### config.mk
export PLATFORM = sky130hd
export DESIGN_NAME = lsu_ctrl
export DESIGN_NICKNAME = d
export VERILOG_FILES = /design/src/rtl/lsu_ctrl.sv
export SDC_FILE = /design/constraint.sdc
export NUM_CORES = 1
export LEC_CHECK = 0
export CORE_ASPECT_RATIO = 0.5
export CORE_UTILIZATION = 43
export CTS_CLUSTER_SIZE = 14
export DETAILED_ROUTE_END_ITERATION = 16
export GPL_TIMING_DRIVEN = 0
export HOLD_SLACK_MARGIN = 0.03
export PLACE_DENSITY = 0.85
export SETUP_SLACK_MARGIN = 0.2
export SLEW_MARGIN = 20
export SYNTH_ARGS = -nofsm -noshare
export SYNTH_HDL_FRONTEND = slang
export SYNTH_SLANG_ARGS = --single-unit
### constraint.sdc
create_clock -name clk -period 4 [get_ports clk]
set_input_delay 0.8 -clock clk [delete_from_list [all_inputs] [get_ports clk]]
set_output_delay 0.8 -clock clk [all_outputs]
set_load 0.005 [all_outputs]
### src/rtl/lsu_ctrl.sv
// Load/store sequencer between EX and the data memory port.
// Validates and decodes one request, drives a single-cycle memory access, returns the result.
module lsu_ctrl (
  input  logic        clk,
  input  logic        rst_n,
  input  logic        req_valid,
  output logic        req_ready,
  input  logic        req_load,
  input  logic        req_store,
  input  logic [2:0]  req_funct3,
  input  logic [63:0] req_addr,
  input  logic [63:0] req_wdata,
  output logic        resp_valid,
  input  logic        resp_ready,
  output logic [63:0] resp_rdata,
  output logic [1:0]  resp_err,
  output logic [2:0]  dm_rd_ctrl,
  output logic [2:0]  dm_wr_ctrl,
  output logic [63:0] dm_addr,
  output logic [63:0] dm_din,
  input  logic [63:0] dm_dout
);

  localparam logic [1:0] IDLE   = 2'd0;
  localparam logic [1:0] ACCESS = 2'd1;
  localparam logic [1:0] RESP   = 2'd2;

  logic [1:0] state;
  logic [2:0] rd_ctrl_q;
  logic [2:0] wr_ctrl_q;
  logic [1:0] err_q;
  logic       capture;

  logic       illegal;
  logic       misaligned;
  logic [1:0] dec_err;
  logic [2:0] rd_code;
  logic [2:0] wr_code;

  always_comb begin
    illegal = (req_load == req_store) ||
              (req_load && (req_funct3 == 3'b111)) ||
              (req_store && req_funct3[2]);
    case (req_funct3[1:0])
      2'b00:   misaligned = 1'b0;
      2'b01:   misaligned = req_addr[0];
      2'b10:   misaligned = (req_addr[1:0] != 2'b00);
      default: misaligned = (req_addr[2:0] != 3'b000);
    endcase
    if (illegal)         dec_err = 2'b10;
    else if (misaligned) dec_err = 2'b01;
    else                 dec_err = 2'b00;

    case (req_funct3)
      3'b000:  rd_code = 3'b001;
      3'b100:  rd_code = 3'b010;
      3'b001:  rd_code = 3'b011;
      3'b101:  rd_code = 3'b100;
      3'b010:  rd_code = 3'b101;
      3'b110:  rd_code = 3'b110;
      3'b011:  rd_code = 3'b111;
      default: rd_code = 3'b000;
    endcase
    wr_code = {1'b0, req_funct3[1:0]} + 3'd1;
  end

  assign req_ready  = (state == IDLE);
  assign resp_valid = (state == RESP);
  // Reset gates the controls immediately so an access cycle cut by reset never reaches memory.
  assign dm_rd_ctrl = rst_n ? rd_ctrl_q : 3'b000;
  assign dm_wr_ctrl = rst_n ? wr_ctrl_q : 3'b000;

  always_ff @(posedge clk) begin
    if (!rst_n) begin
      state      <= IDLE;
      rd_ctrl_q  <= '0;
      wr_ctrl_q  <= '0;
      err_q      <= '0;
      capture    <= 1'b0;
      resp_rdata <= '0;
      resp_err   <= '0;
      dm_addr    <= '0;
      dm_din     <= '0;
    end else begin
      case (state)
        IDLE: begin
          if (req_valid) begin
            // Rejected requests also spend one cycle in ACCESS (with idle controls)
            // so every request answers one edge after the access slot.
            state   <= ACCESS;
            err_q   <= dec_err;
            capture <= (dec_err == 2'b00) && req_load;
            if (dec_err == 2'b00) begin
              dm_addr   <= req_addr;
              dm_din    <= req_wdata;
              rd_ctrl_q <= req_load  ? rd_code : 3'b000;
              wr_ctrl_q <= req_store ? wr_code : 3'b000;
            end
          end
        end
        ACCESS: begin
          resp_rdata <= capture ? dm_dout : '0;
          resp_err   <= err_q;
          rd_ctrl_q  <= '0;
          wr_ctrl_q  <= '0;
          state      <= RESP;
        end
        RESP: begin
          if (resp_ready) state <= IDLE;
        end
        default: state <= IDLE;
      endcase
    end
  end

endmodule

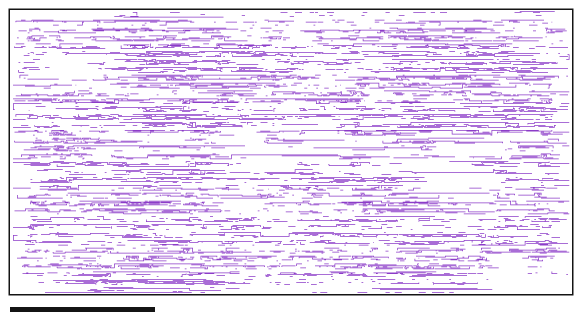
m1.png
Scale bar: 50 um.
longest straight run = 59.3 um
share of all routed wire = 43%
wire length on this layer = 11900 um
nets with wire on the layer = 1339
main direction = horizontal
met1 usage: 0.348
via count: 7437

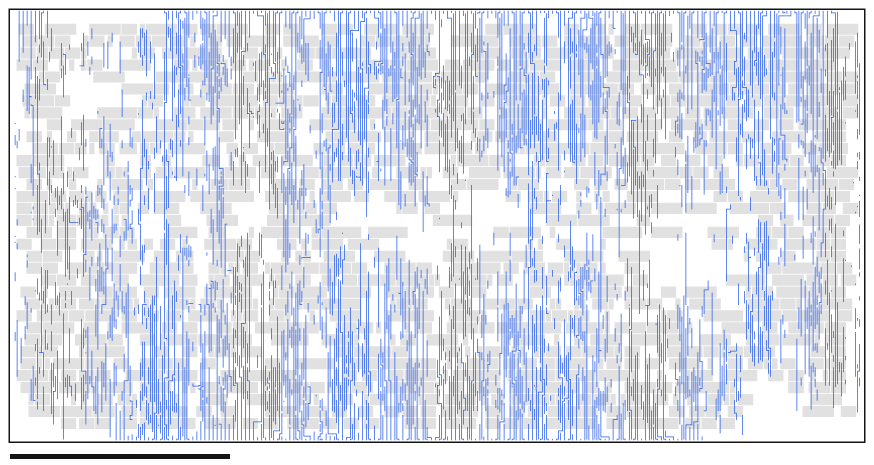
m2.png
Scale bar: 50 um.
wire length on this layer = 13600 um
longest straight run = 42.8 um
main direction = vertical
grt met2 use: 0.490
Total Wirelength: 27700 um

==> impl_metrics.tcl <==
# place-and-route summary
set metrics [dict create \
    pwr-share-seq 0.481 \
    layout-drive-gt1-share 0.0442 \
    holdWs_ns 0.455 \
    critPathMaxFanout 10 \
    crit_cells 5 \
    synthCells 812 \
    nMultiInputCombCells 541 \
    outcome "complete, no violations" \
    finalSetupTns_ns 0 \
    yosysTopAreaCell "dfxtp_1" \
    cpLargestDelayFamily "buffers and inverters" \
    crit_end "dm_wr_ctrl[0]" \
    regArea_um2 4100 \
    num-nonclk-buffers 466 \
    top_area_frac 0.515 \
    pg_seq_mw 2.12 \
    yosys-top-cells-area "dfxtp_1, mux2i_1, nand2_1" \
    fp_nets 1019 \
    cts.clk_slew.worst_paths_ns 0.06 \
    leakagePower_nw 4.75 \
    sh_comb_area 0.262 \
    grt_pass1_wl_um 41800 \
    wl_met1_um 11900 \
    cts.sinks 205 \
    power.switching_mw 1.02 \
    top_layer "met4" \
    fin_ws_ns 0.367 \
    crit_chain "clkdlybuf4s50_1 -> clkbuf_1 -> clkbuf_1 -> and2_1 -> clkdlybuf4s50_1" \
    xor_share 0 \
    antenna_cells 0 \
    postSynthAreaPerCell_um2 9.80 \
    postCtsHoldBufs 0 \
    top_regs "dm_addr x64, dm_din x64, resp_rdata x64" \
    initCoreUtil 0.449 \
    fp-row-count 34 \
    critPathMaxStageDelay_ns 0.50 \
    layout_top_cell "clkdlybuf4s50_1" \
    combPwrFrac 0.132 \
    slew_viol_final 0 \
    sh_seq_area 0.320 \
    max_freq_mhz 275 \
    fin_cells 1478 \
    area_delta_synth_final_pct 61.2 \
    grt_max_degree 15 \
    die_h_um 98.2 \
    cts_resized 0 \
    hp-start "dm_addr[62]$_SDFFE_PN0P_" \
]
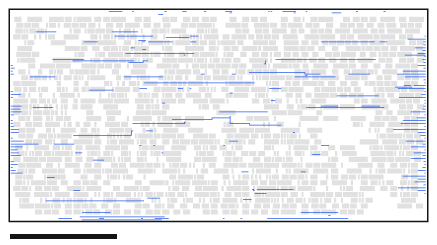
m3.png
Scale bar: 50 um.
wire length on this layer = 1260 um
main direction = horizontal
met3 Use GR: 0.0535

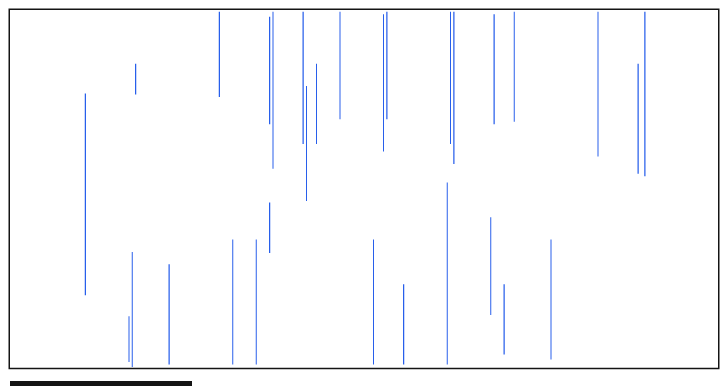
m4.png
Scale bar: 50 um.
main direction = vertical
wire length on this layer = 931 um
nets with wire on the layer = 26
longest straight run = 55.1 um
share of all routed wire = 3.4%

No activity file was given, so power comes from the tool's default toggle rates.
